==> config.mk <==
export PLATFORM = sky130hd
export DESIGN_NAME = reg_bank
export DESIGN_NICKNAME = d
export VERILOG_FILES = /design/src/rtl/reg_bank_pkg.sv /design/src/rtl/reg_bank_cell.sv /design/src/rtl/reg_bank.sv
export SDC_FILE = /design/constraint.sdc
export NUM_CORES = 1
export LEC_CHECK = 0
export CORE_UTILIZATION = 40
export CTS_BUF_LIST = sky130_fd_sc_hd__clkbuf_4
export CTS_CLUSTER_DIAMETER = 100
export DETAILED_ROUTE_END_ITERATION = 8
export HOLD_SLACK_MARGIN = 0.1
export PLACE_DENSITY = 0.72
export RECOVER_POWER = 25
export SLEW_MARGIN = 20
export SYNTH_ARGS = -nofsm -noshare
export SYNTH_HDL_FRONTEND = slang
export SYNTH_HIERARCHICAL = 1
export SYNTH_SLANG_ARGS = --single-unit
==> constraint.sdc <==
create_clock -name clk -period 2.77 [get_ports clk]
set_input_delay 0.4155 -clock clk [delete_from_list [all_inputs] [get_ports clk]]
set_output_delay 0.4155 -clock clk [all_outputs]
set_load 0.05 [all_outputs]
==> src/rtl/reg_bank_pkg.sv <==
// reg_bank shared definitions
// Operation encodings and architectural register indices.
package reg_bank_pkg;

    typedef enum logic [2:0] {
        OP_NOP  = 3'd0,
        OP_LOAD = 3'd1,
        OP_INC  = 3'd2,
        OP_DEC  = 3'd3,
        OP_XFER = 3'd4,
        OP_PUSH = 3'd5,
        OP_POP  = 3'd6
    } op_t;

    localparam int REG_A = 0;
    localparam int REG_X = 1;
    localparam int REG_Y = 2;
    localparam int REG_S = 3;

endpackage

==> src/rtl/reg_bank_cell.sv <==
// Single architectural register
// Async active-high reset to RESET_VAL, loads d when en is high.
module reg_cell #(
    parameter int              WIDTH     = 8,
    parameter logic [WIDTH-1:0] RESET_VAL = '0
) (
    input  logic             clk,
    input  logic             rst,
    input  logic             en,
    input  logic [WIDTH-1:0] d,
    output logic [WIDTH-1:0] q
);

    // Register storage with load enable
    always_ff @(posedge clk or posedge rst) begin
        if (rst) begin
            q <= RESET_VAL;
        end else if (en) begin
            q <= d;
        end
    end

endmodule

==> src/rtl/reg_bank.sv <==
// CPU register bank: A/X/Y/S with inc/dec, transfer, push/pop
// Single write port per cycle; N/Z flags and pulses are registered.
module reg_bank
    import reg_bank_pkg::*;
#(
    parameter int               WIDTH    = 8,
    parameter int               NREGS    = 4,
    parameter int               SP_INDEX = 3,
    parameter logic [WIDTH-1:0] SP_RESET = WIDTH'(8'hFF),
    localparam int              SELW     = $clog2(NREGS)
) (
    input  logic             clk,
    input  logic             rst,
    input  logic [2:0]       op,
    input  logic [SELW-1:0]  dst_sel,
    input  logic [SELW-1:0]  src_sel,
    input  logic [WIDTH-1:0] in,
    input  logic [SELW-1:0]  rd_sel_a,
    input  logic [SELW-1:0]  rd_sel_b,
    output logic [WIDTH-1:0] out_a,
    output logic [WIDTH-1:0] out_b,
    output logic [WIDTH-1:0] sp_addr,
    output logic             n_flag,
    output logic             z_flag,
    output logic             flag_upd,
    output logic             sp_wrap
);

    localparam logic [SELW-1:0] SP_SEL = SELW'(SP_INDEX);

    logic [WIDTH-1:0] q [NREGS];
    logic [WIDTH-1:0] s_val;
    logic [WIDTH-1:0] dst_val;
    logic [WIDTH-1:0] src_val;
    logic [WIDTH-1:0] wr_data;
    logic [SELW-1:0]  wr_idx;
    logic             wr_en;
    logic             flag_en;
    logic             wrap;
    logic             dst_ok;
    logic             src_ok;
    logic             ra_ok;
    logic             rb_ok;

    // Selects beyond NREGS only exist when NREGS is not a power of two
    if (NREGS == (1 << SELW)) begin : g_full
        assign dst_ok = 1'b1;
        assign src_ok = 1'b1;
        assign ra_ok  = 1'b1;
        assign rb_ok  = 1'b1;
    end else begin : g_part
        assign dst_ok = int'(dst_sel) < NREGS;
        assign src_ok = int'(src_sel) < NREGS;
        assign ra_ok  = int'(rd_sel_a) < NREGS;
        assign rb_ok  = int'(rd_sel_b) < NREGS;
    end

    assign s_val   = q[SP_INDEX];
    assign dst_val = dst_ok ? q[dst_sel] : '0;
    assign src_val = src_ok ? q[src_sel] : '0;
    assign out_a   = ra_ok ? q[rd_sel_a] : '0;
    assign out_b   = rb_ok ? q[rd_sel_b] : '0;

    // Decode op into one register write, stack address and wrap
    always_comb begin
        wr_en   = 1'b0;
        wr_idx  = dst_sel;
        wr_data = dst_val;
        wrap    = 1'b0;
        sp_addr = s_val;
        case (op)
            OP_LOAD: begin
                wr_en   = dst_ok;
                wr_data = in;
            end
            OP_INC: begin
                wr_en   = dst_ok;
                wr_data = dst_val + WIDTH'(1);
            end
            OP_DEC: begin
                wr_en   = dst_ok;
                wr_data = dst_val - WIDTH'(1);
            end
            OP_XFER: begin
                wr_en   = dst_ok && src_ok;
                wr_data = src_val;
            end
            OP_PUSH: begin
                wr_en   = 1'b1;
                wr_idx  = SP_SEL;
                wr_data = s_val - WIDTH'(1);
                wrap    = (s_val == '0);
            end
            OP_POP: begin
                wr_en   = 1'b1;
                wr_idx  = SP_SEL;
                wr_data = s_val + WIDTH'(1);
                sp_addr = s_val + WIDTH'(1);
                wrap    = (s_val == '1);
            end
            default: ;
        endcase
        // Stack writes, including TXS-style transfers, keep the flags
        flag_en = wr_en && (wr_idx != SP_SEL);
    end

    for (genvar i = 0; i < NREGS; i++) begin : g_reg
        reg_cell #(
            .WIDTH    (WIDTH),
            .RESET_VAL(i == SP_INDEX ? SP_RESET : '0)
        ) u_cell (
            .clk(clk),
            .rst(rst),
            .en (wr_en && (wr_idx == SELW'(i))),
            .d  (wr_data),
            .q  (q[i])
        );
    end

    // Registered flags and one-cycle status pulses
    always_ff @(posedge clk or posedge rst) begin
        if (rst) begin
            n_flag   <= 1'b0;
            z_flag   <= 1'b1;
            flag_upd <= 1'b0;
            sp_wrap  <= 1'b0;
        end else begin
            flag_upd <= flag_en;
            sp_wrap  <= wrap;
            if (flag_en) begin
                n_flag <= wr_data[WIDTH-1];
                z_flag <= (wr_data == '0);
            end
        end
    end

endmodule

==> run_1/density.png <==
Scale bar: 20 microns. The die is cut into 10 by 10 equal tiles; white is low, dark blue is high, 0 to 100% covered.
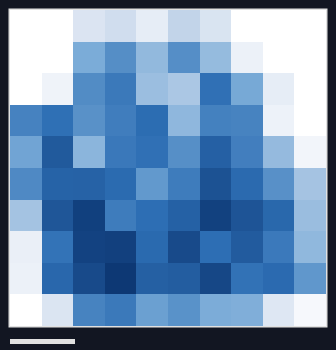
nearly empty tiles: 13%
emptiest ninth of the die: upper right
densest ninth of the die: bottom centre
tiles over 75% full: 28%
fp util: 41.74%
CORE AREA: 8806 sq um
fin util: 56.56%

==> run_1/gate_families.png <==
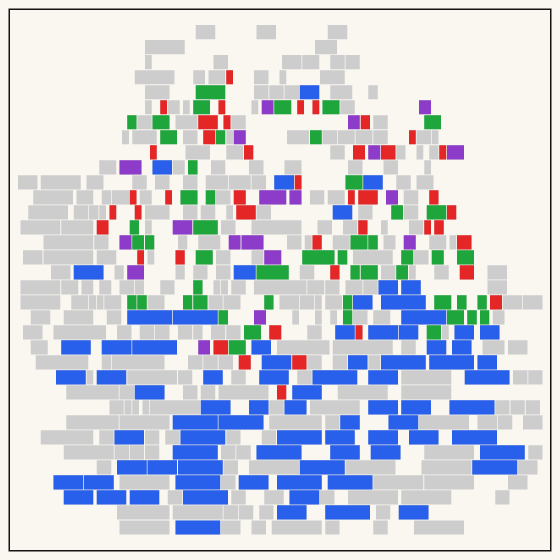
| colour | family | cells | most used |
|---|---|---|---|
| red | NOR gates | 43 | nor2_1 |
| blue | multiplexers | 81 | mux2_4 |
| green | inverting AOI/OAI gates | 50 | a21oi_1 |
| purple | AND and OR gates | 19 | and3_1 |

==> run_1/final_placement.png <==
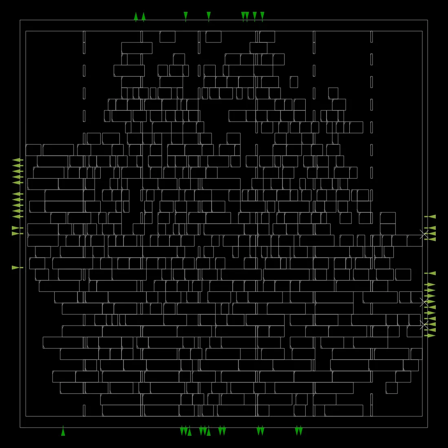
num tapcells: 108
fraction of area in registers: 18.34%

[run 1: sequential cells by signal, summed over array words and instances (netlist names)]
signal / cells
n_flag: 1
sp_wrap: 1
g.u_cell/q: 32
z_flag: 1
flag_upd: 1
[run 1: per-stage QoR]
step	instance area [sq um]	setup TNS (ns)	setup slack (ns)
3_3_place_gp	4731	-15.68	-0.6647
6_report	4981	-0.1433	-0.04195
2_1_floorplan	3695	0	0.0009872
5_1_grt	4981	-0.9640	-0.1882
4_1_cts	4905	0	0.002234
3_5_place_dp	4731	-16.41	-0.7154
[run 1: metal layers]
metal,up-vias,wire (microns),global-route usage [%]
met4,0,406,8.042
li1,1559,-,-
met2,198,5951,43.66
met3,31,1068,6.442
met5,-,0,0
met1,1782,5333,36.37
[run 1: path summary, 6_finish.rpt]
path	to	slack, ns	depth (start not counted)
min in group clk	z_flag$_DFFE_PP1P_	0.53	2
worst max register to register	g_reg[2].u_cell/q[5]$_DFFE_PP0P_	-0.04	8
worst min-delay path	n_flag$_DFFE_PP0P_	0.51	2
worst min register to register	z_flag$_DFFE_PP1P_	0.53	2
max in group asynchronous	g_reg[2].u_cell/q[0]$_DFFE_PP0P_	1.86	2
worst max-delay path	g_reg[2].u_cell/q[5]$_DFFE_PP0P_	-0.04	8
[run 1: area by class of cell]
cell class | instances | area, sq um
clock buffers | 5 | 37.54
clock inverters | 3 | 42.54
fillers | 758 | 3825
inverters | 11 | 41.29
multi-input cells | 271 | 2615
flip-flops and latches | 36 | 913.4
well taps | 108 | 135.1
repair buffers | 135 | 1196
[run 1: timing repair]
action / CTS / global route
gates resized: 13 / 12
setup endpoints to repair: 26 / 13
gates cloned: 0 / 0
pin swaps: 5 / 8
setup buffers: 8 / 5
==> results.py, run 1 <==
# Metrics from the implementation run
metrics = {
    "layout": {
        "diodes": 0,
        "fin_cells": 569,
        "syn2layout_area_growth_pct": 35.50,
        "nets": 486,
        "drive_gt1_share_pct": 47.07,
        "lay_top_cells": "97 x buf_4, 32 x mux2_4, 27 x mux4_2, 26 x dfrtp_1",
    },
    "setup_path": {
        "crit_chain": "mux4_2, buf_6, or4_4, a32oi_2, xor2_1, o21ai_1, o221a_4, mux2_4",
        "cp.arrival_ns": 3.05,
        "worstPathRequired_ns": 3.01,
        "reg2reg_from": "g_reg[1].u_cell/q[0]$_DFFE_PP0P_",
        "end_kind": "flip-flop",
        "crit_family": "multiplexers",
        "cp_slowest_stage_delay_ns": 0.55,
        "setup.worst_path.start_class": "flip-flop",
        "critPathSlowestCell": "mux4_2",
        "worst-path-buf-inv": 1,
    },
    "final_timing": {
        "tightest_slew_ns": 0.5243,
        "drv_slew": 0,
        "finalSetupViolCount": 4,
        "hold_ws_ns": 0.5052,
        "finClkSkew_ns": 0.01723,
        "min_period_over_period_pct": 101.5,
        "rsz0062_at_grt": "true",
        "relSlewSlack_pct": 64.94,
        "min_period_ns": 2.812,
        "fin_ws_ns": -0.04195,
    },
    "status": {
        "outcome": "finished with violations",
        "violations": "design-rule violations, negative setup slack",
    },
    "power": {
        "p_seq_share_pct": 22.7,
        "maxPowerGroup": "combinational cells",
        "combPwrFrac_pct": 70.0,
        "power.internal_uw": 2732,
        "pwr.group.sequential_uw": 1170,
        "clockPowerShare_pct": 7.2,
        "leakagePower_uw": 0.002214,
        "powerComb_uw": 3610,
        "total_power_uw": 5152,
        "p_per_area_nw_per_um2": 1034,
        "irDropWorstVdd_mv": 0.6441,
        "p_sw_share_pct": 46.96,
        "switching_power_uw": 2419,
        "powerClk_uw": 372,
    },
    "drt": {
        "antenna_left": 0,
        "drc_errors": 3,
        "drtIter0Drc": 260,
        "routed_via_density": 6.274,
        "wl_per_cell_microns": 22.43,
        "dr_total_vias": 3570,
        "wl_microns": 12760,
        "drt_first_pass_iters": 7,
    },
    "clocking": {
        "clkTransAtPathRegs_ns": 0.12,
        "clk_path_buf_depth": 2,
        "cts_tree": "done",
        "hold_buffers": 0,
        "insertion_delay_ns": 0.34,
        "cts_sinks": 36,
        "htreeDepth": 2,
    },
    "synthesis": {
        "yosys_cells": 350,
        "ys.flops": 36,
        "muxShareOfSynthArea_pct": 35.77,
        "syn_nets": 376,
        "ys_sh_simple_pct": 15.21,
        "adder_share_pct": 1.702,
        "synth_cell_types": 66,
        "ff_type": "dfrtp_1",
        "syn_avg_cell_area_sq_um": 10.50,
        "edf_count": 0,
        "top_area_share_pct": 18.38,
        "yosys.area.top_type": "dfrtp_1",
        "synth-warning-count": 6,
        "syn_inst": 350,
        "xor_share_pct": 3.812,
        "ys_seq_share_pct": 24.81,
        "netlist_logic_family_top": "multiplexers",
    },
    "global_route": {
        "antenna_found_initial": 0,
        "overflow": 0,
        "groute.usage.overall_pct": 27.15,
        "grt_pass1_wl_microns": 19910,
        "grt_pass1_vias": 3573,
    },
    "floorplanning": {
        "die_w_microns": 97.87,
        "die_h_microns": 97.87,
        "dieArea_sq_um": 9578,
        "rows": 34,
        "num_io_pins": 49,
    },
    "placed_design": {
        "gp_congestion": 0.9594,
        "dp_hpwl_microns": 9660,
        "placed_cells": 548,
        "portBuffers": 48,
    },
    "worst_hold_path": {
        "min_path_type": "input port to asynchronous set/reset pin",
    },
    "job": {
        "max_cap_viol_count": 0,
        "warning_count": 28,
    },
}
==> inputs of run 2 (changes only) <==
--- a/config.mk
+++ b/config.mk
@@ -12,6 +12,7 @@
 export HOLD_SLACK_MARGIN = 0.1
 export PLACE_DENSITY = 0.72
 export RECOVER_POWER = 25
+export SETUP_SLACK_MARGIN = 0.05
 export SLEW_MARGIN = 20
 export SYNTH_ARGS = -nofsm -noshare
 export SYNTH_HDL_FRONTEND = slang
==> run_2/final_placement.png <==
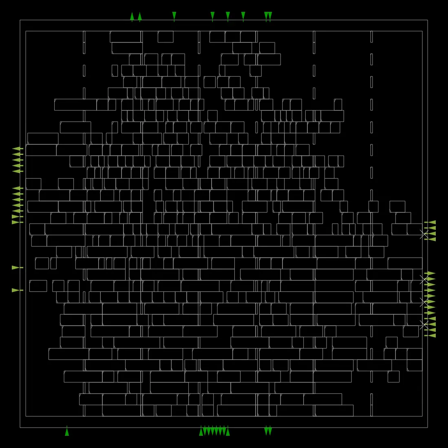
flop count: 36
Core Rows: 34

==> run_2/gate_families.png <==
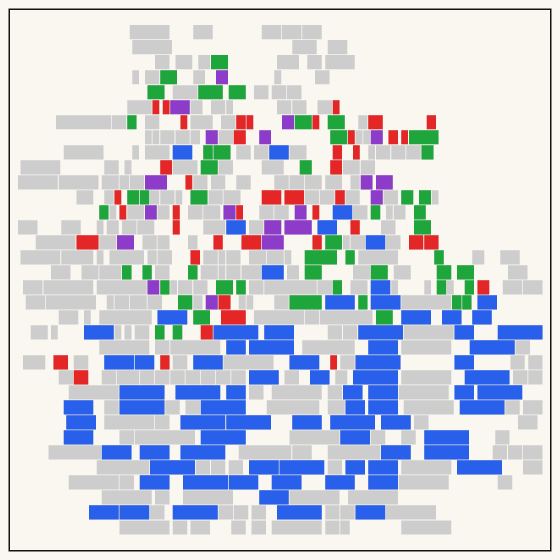
| colour | family | cells | most used |
|---|---|---|---|
| red | NOR gates | 43 | nor2_1 |
| blue | multiplexers | 81 | mux2_4 |
| purple | AND and OR gates | 19 | and3_1 |
| green | inverting AOI/OAI gates | 50 | a21oi_1 |
final cell count without fillers: 572
fraction of area in multi-input gates: 52.83%
Top cell excl fill/tap: buf_4

==> results.py, run 2 <==
# Metrics from the implementation run
metrics = {
    "global_route": {
        "antenna_found_initial": 0,
        "grtUsageMet3_pct": 3.293,
        "busiest_layer": "met2",
        "overflow": 0,
        "grt_use_met1_pct": 37.76,
        "grt_use_met2_pct": 42.63,
    },
    "power": {
        "p_per_area_nw_per_um2": 1022,
        "irDropWorstVdd_mv": 0.6000,
        "total_power_uw": 5177,
        "leakagePower_uw": 0.002242,
    },
    "synthesis": {
        "top_area_share_pct": 18.38,
        "yosys_cells": 350,
        "edf_count": 0,
        "ys.flops": 36,
        "ys_seq_share_pct": 24.81,
        "ff_type": "dfrtp_1",
        "synth_cell_types": 66,
        "syn_nets": 376,
        "synth-warning-count": 6,
        "syn_inst": 350,
        "syn_avg_cell_area_sq_um": 10.50,
        "yosys.area.top_type": "dfrtp_1",
    },
    "layout": {
        "largest_register_ffs": 32,
        "nets": 489,
        "regArea_sq_um": 912.1,
        "syn2layout_area_growth_pct": 37.81,
        "final_util_pct": 57.53,
        "lay_top_cells": "101 x buf_4, 33 x mux2_4, 27 x mux4_2, 27 x dfrtp_1",
        "drive_gt1_share_pct": 48.49,
        "combGateArea_sq_um": 2676,
        "fin_area_sq_um": 5066,
        "diodes": 0,
    },
    "placed_design": {
        "placed_cells": 558,
        "pre_cts_ws_ns": -0.7982,
        "portBuffers": 48,
        "gp_congestion": 1.024,
        "dp_hpwl_microns": 9589,
    },
    "final_timing": {
        "setup_tns_ns": -0.1096,
        "tightest_slew_ns": 0.5607,
        "finalSetupViolCount": 1,
        "drv_slew": 0,
        "min_period_ns": 2.880,
        "min_period_over_period_pct": 104.0,
        "hold_ws_ns": 0.4612,
        "fin_ws_ns": -0.1096,
        "relSlewSlack_pct": 62.34,
        "finClkSkew_ns": 0.009392,
        "rsz0062_at_grt": "true",
    },
    "clocking": {
        "cts_tree": "done",
        "insertion_delay_ns": 0.37,
        "cts_sinks": 36,
        "clkTransAtPathRegs_ns": 0.12,
        "clk_path_buf_depth": 2,
    },
    "setup_path": {
        "crit_family": "simple AND/OR/NAND/NOR gates",
        "cp_slowest_stage_delay_ns": 0.57,
        "setup.worst_path.start_class": "input port",
        "cp.arrival_ns": 3.17,
        "critPathSlowestCell": "mux4_2",
        "worstPathRequired_ns": 3.06,
        "crit_chain": "clkdlybuf4s50_1, mux4_2, a31o_1, a311oi_1, nor3_1, nor4_2, or4b_4, o41ai_2",
        "worst-path-buf-inv": 1,
    },
    "floorplanning": {
        "coreArea_sq_um": 8806,
        "dieArea_sq_um": 9578,
        "die_w_microns": 97.87,
        "die_h_microns": 97.87,
        "num_io_pins": 49,
        "fp_util_pct": 41.74,
    },
    "drt": {
        "wl_microns": 12640,
        "dr_total_vias": 3514,
        "drtIter0Drc": 316,
        "antenna_left": 0,
        "drc_errors": 4,
        "wl_per_cell_microns": 22.10,
        "routed_via_density": 6.143,
    },
    "job": {
        "max_cap_viol_count": 0,
        "warning_count": 30,
    },
    "status": {
        "violations": "design-rule violations, negative setup slack",
        "outcome": "finished with violations",
    },
    "worst_hold_path": {
        "min_path_type": "input port to asynchronous set/reset pin",
    },
}
==> run 2: power by group <==
group / internal, uW / switching [uW] / total [uW]
sequential: 791 / 362 / 1150
clock: 188 / 198 / 386
combinational: 1760 / 1880 / 3640
==> run 2: layout make-up <==
cell class,count,share of cell area [%]
clock buffer,5,0.7409
clock inverter,3,0.8397
inverter,11,0.8150
multi-input combinational,271,52.83
sequential,36,18.00
tap,108,2.667
timing repair buffer,138,24.10
==> run 2: path summary, 6_finish.rpt <==
path,startpoint,to,slack (ns),depth (start not counted)
max,src_sel[0],z_flag$_DFFE_PP1P_,-0.11,8
min,rst,n_flag$_DFFE_PP0P_,0.46,2
max reg2reg,g_reg[3].u_cell/q[0]$_DFFE_PP1P_,z_flag$_DFFE_PP1P_,-0.09,10
min reg2reg,z_flag$_DFFE_PP1P_,z_flag$_DFFE_PP1P_,0.55,2
max in group asynchronous,rst,g_reg[0].u_cell/q[4]$_DFFE_PP0P_,1.89,2
min in group clk,z_flag$_DFFE_PP1P_,z_flag$_DFFE_PP1P_,0.55,2
==> run 2: kinds of logic after synthesis <==
logic type,count (synthesis),share of synthesized area [%]
xor+xnor,16,3.812
compound gates,65,13.00
simple gates,104,15.21
fa+ha+maj,5,1.702
flops,36,24.81
buf+inv,43,5.684
mux,81,35.77
==> run 2: what timing repair did <==
item	in CTS	in global routing
gates resized	13	21
pin swaps	5	4
setup endpoints to repair	32	19
setup buffers	6	0
==> run 2: per-layer routing <==
| metal | vias up | wire length [microns] |
|---|---|---|
| met5 | - | 0 |
| met4 | 0 | 490 |
| met3 | 41 | 935 |
| li1 | 1573 | - |
| met1 | 1719 | 5341 |
| met2 | 181 | 5876 |
==> inputs of run 3 (changes only) <==
--- a/config.mk
+++ b/config.mk
@@ -5,6 +5,7 @@
 export SDC_FILE = /design/constraint.sdc
 export NUM_CORES = 1
 export LEC_CHECK = 0
+export CORE_ASPECT_RATIO = 0.9
 export CORE_UTILIZATION = 40
 export CTS_BUF_LIST = sky130_fd_sc_hd__clkbuf_4
 export CTS_CLUSTER_DIAMETER = 100
==> run_3/port_nets.png <==
Scale bar: 20 microns.
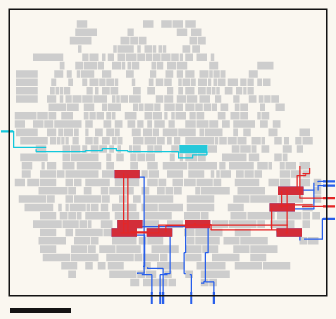
| colour | port | bits | direction | end cells | buffers | wire |
|---|---|---|---|---|---|---|
| cyan | n_flag | 1 | output | 1 | 1 | 79.0 microns |
| red | rd_sel_a | 2 | input | 8 | 3 | 214 microns |
| blue | out_a | 8 | output | 8 | 8 | 202 microns |

==> run_3/pdn.png <==
Scale bar: 20 microns. Pins as bars on the die edge. Tap cells in grey.
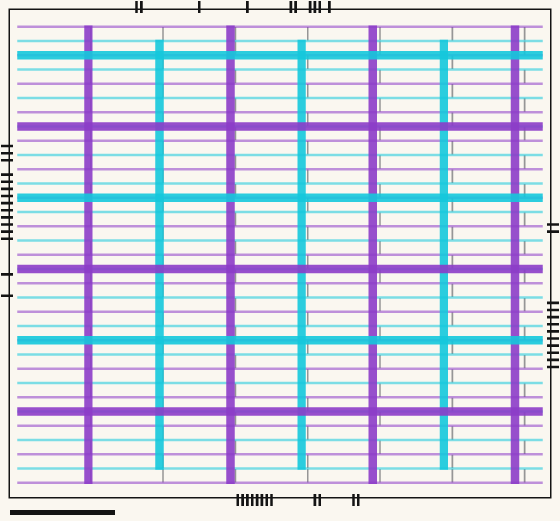
| colour | net |
|---|---|
| purple | VSS |
| cyan | VDD |
met5 straps: 6
signal pins: 49
rows: 32

==> results.py, run 3 <==
# Metrics from the implementation run
metrics = {
    "status": {
        "outcome": "finished with violations",
        "violations": "negative setup slack",
    },
    "placed_design": {
        "dp_hpwl_microns": 9726,
        "portBuffers": 48,
        "placed_cells": 572,
        "pre_cts_ws_ns": -0.7546,
    },
    "setup_path": {
        "crit_chain": "clkdlybuf4s50_1, nand3b_1, nor2_1, a21oi_2, ha_1, and4b_1, a31oi_1, o21ai_1, o21ai_1, nor4_1, or4b_4, o41ai_2",
        "cp_slowest_stage_delay_ns": 0.48,
        "crit_type": "input port to flip-flop",
        "cp.arrival_ns": 3.06,
        "worstPathRequired_ns": 3.03,
        "crit_family": "simple AND/OR/NAND/NOR gates",
        "setup.worst_path.start_class": "input port",
        "worst-path-buf-inv": 1,
        "critPathSlowestCell": "or4b_4",
    },
    "clocking": {
        "cts_sinks": 36,
        "insertion_delay_ns": 0.35,
        "clk_path_buf_depth": 2,
        "clkTransAtPathRegs_ns": 0.11,
        "post_cts_buffers": 6,
        "cts_tree": "done",
        "post_cts_resized": 21,
    },
    "layout": {
        "nets": 494,
        "regArea_sq_um": 912.1,
        "fin_area_sq_um": 5081,
        "final_util_pct": 58.21,
        "largest_register_ffs": 32,
        "lay_top_cells": "107 x buf_4, 32 x mux2_4, 27 x mux4_2, 27 x dfrtp_1",
        "final_common_cell": "buf_4",
        "combGateArea_sq_um": 2651,
        "drive_gt1_share_pct": 48.40,
        "syn2layout_area_growth_pct": 38.22,
    },
    "synthesis": {
        "synth-warning-count": 6,
        "syn_inst": 350,
        "syn_nets": 376,
        "top_area_share_pct": 18.38,
        "netlist_logic_family_top": "multiplexers",
        "xor_share_pct": 3.812,
        "ys_sh_simple_pct": 15.21,
        "ys_seq_share_pct": 24.81,
        "syn_avg_cell_area_sq_um": 10.50,
        "adder_share_pct": 1.702,
        "ff_type": "dfrtp_1",
        "yosys_cells": 350,
        "muxShareOfSynthArea_pct": 35.77,
        "yosys.area.top_type": "dfrtp_1",
        "ys_sh_aoi_pct": 13.00,
        "synthArstFlopShare_pct": 100.0,
        "edf_count": 0,
    },
    "job": {
        "warning_count": 30,
        "max_cap_viol_count": 0,
    },
    "drt": {
        "antenna_left": 0,
        "drtIter0Drc": 369,
        "routed_via_density": 6.114,
        "wl_per_cell_microns": 21.81,
        "wl_microns": 12820,
        "drc_errors": 0,
    },
    "power": {
        "leakagePower_uw": 0.002253,
        "irDropWorstVdd_mv": 0.5700,
        "total_power_uw": 5151,
    },
    "final_timing": {
        "setup_tns_ns": -0.03297,
        "rsz0062_at_grt": "true",
        "relSlewSlack_pct": 54.05,
        "hold_ws_ns": 0.5086,
        "finalSetupViolCount": 1,
        "fin_ws_ns": -0.03297,
        "finClkSkew_ns": 0.005885,
        "drv_slew": 0,
        "tightest_slew_ns": 0.6806,
    },
    "global_route": {
        "overflow": 0,
        "groute.usage.overall_pct": 28.42,
    },
    "floorplanning": {
        "die_h_microns": 92.95,
        "num_io_pins": 49,
        "coreArea_sq_um": 8728,
        "rows": 32,
        "die_w_microns": 103.1,
        "dieArea_sq_um": 9578,
    },
    "worst_hold_path": {
        "min_path_type": "input port to asynchronous set/reset pin",
    },
}
==> run 3: cell counts after synthesis <==
Identical to the previous run, type by type.
==> run 3: worst paths after layout <==
check	from	end	slack, ns	cells after the start
max	op[1]	z_flag$_DFFE_PP1P_	-0.03	12
min	rst	sp_wrap$_DFF_PP0_	0.51	2
max reg2reg	g_reg[3].u_cell/q[1]$_DFFE_PP1P_	z_flag$_DFFE_PP1P_	0	10
min reg2reg	z_flag$_DFFE_PP1P_	z_flag$_DFFE_PP1P_	0.54	2
max in group asynchronous	rst	g_reg[3].u_cell/q[5]$_DFFE_PP1P_	1.88	2
min in group clk	z_flag$_DFFE_PP1P_	z_flag$_DFFE_PP1P_	0.54	2
==> run 3: power by group <==
part / switching [uW] / leakage [uW] / total, uW / internal, uW
registers: 391 / 0.000431 / 1180 / 790
clock network: 190 / 0.0000412 / 378 / 188
logic: 1850 / 0.00178 / 3590 / 1750
total: 2430 / 0.00225 / 5150 / 2720
==> run 3: final cells by class <==
type                       instances  area share, %
timing repair buffer             143          24.55
inverter                          11         0.8126
multi-input combinational        271          52.18
tap                              119          2.930
clock buffer                       5         0.7387
sequential                        36          17.95
clock inverter                     3         0.8372
==> run 3: per-layer routing <==
| metal | GRT usage, % | vias up | routed length [microns] |
|---|---|---|---|
| li1 | - | 1570 | - |
| met1 | 39.68 | 1788 | 5310 |
| met2 | 44.33 | 197 | 6007 |
| met3 | 4.453 | 40 | 1108 |
| met4 | 10.09 | 0 | 396 |
| met5 | 0 | - | 0 |
==> run 3: worst reg2reg max path, delay by kind of cell (launching register included) <==
kind                       cells  cell delay, ns
muxes                          1            0.55
AOI/OAI and AO/OA              5            0.76
and+or+nand+nor                3            0.81
adders and majority gates      1            0.15
DFF                            1            0.41
Power and IR drop assume default switching activity.
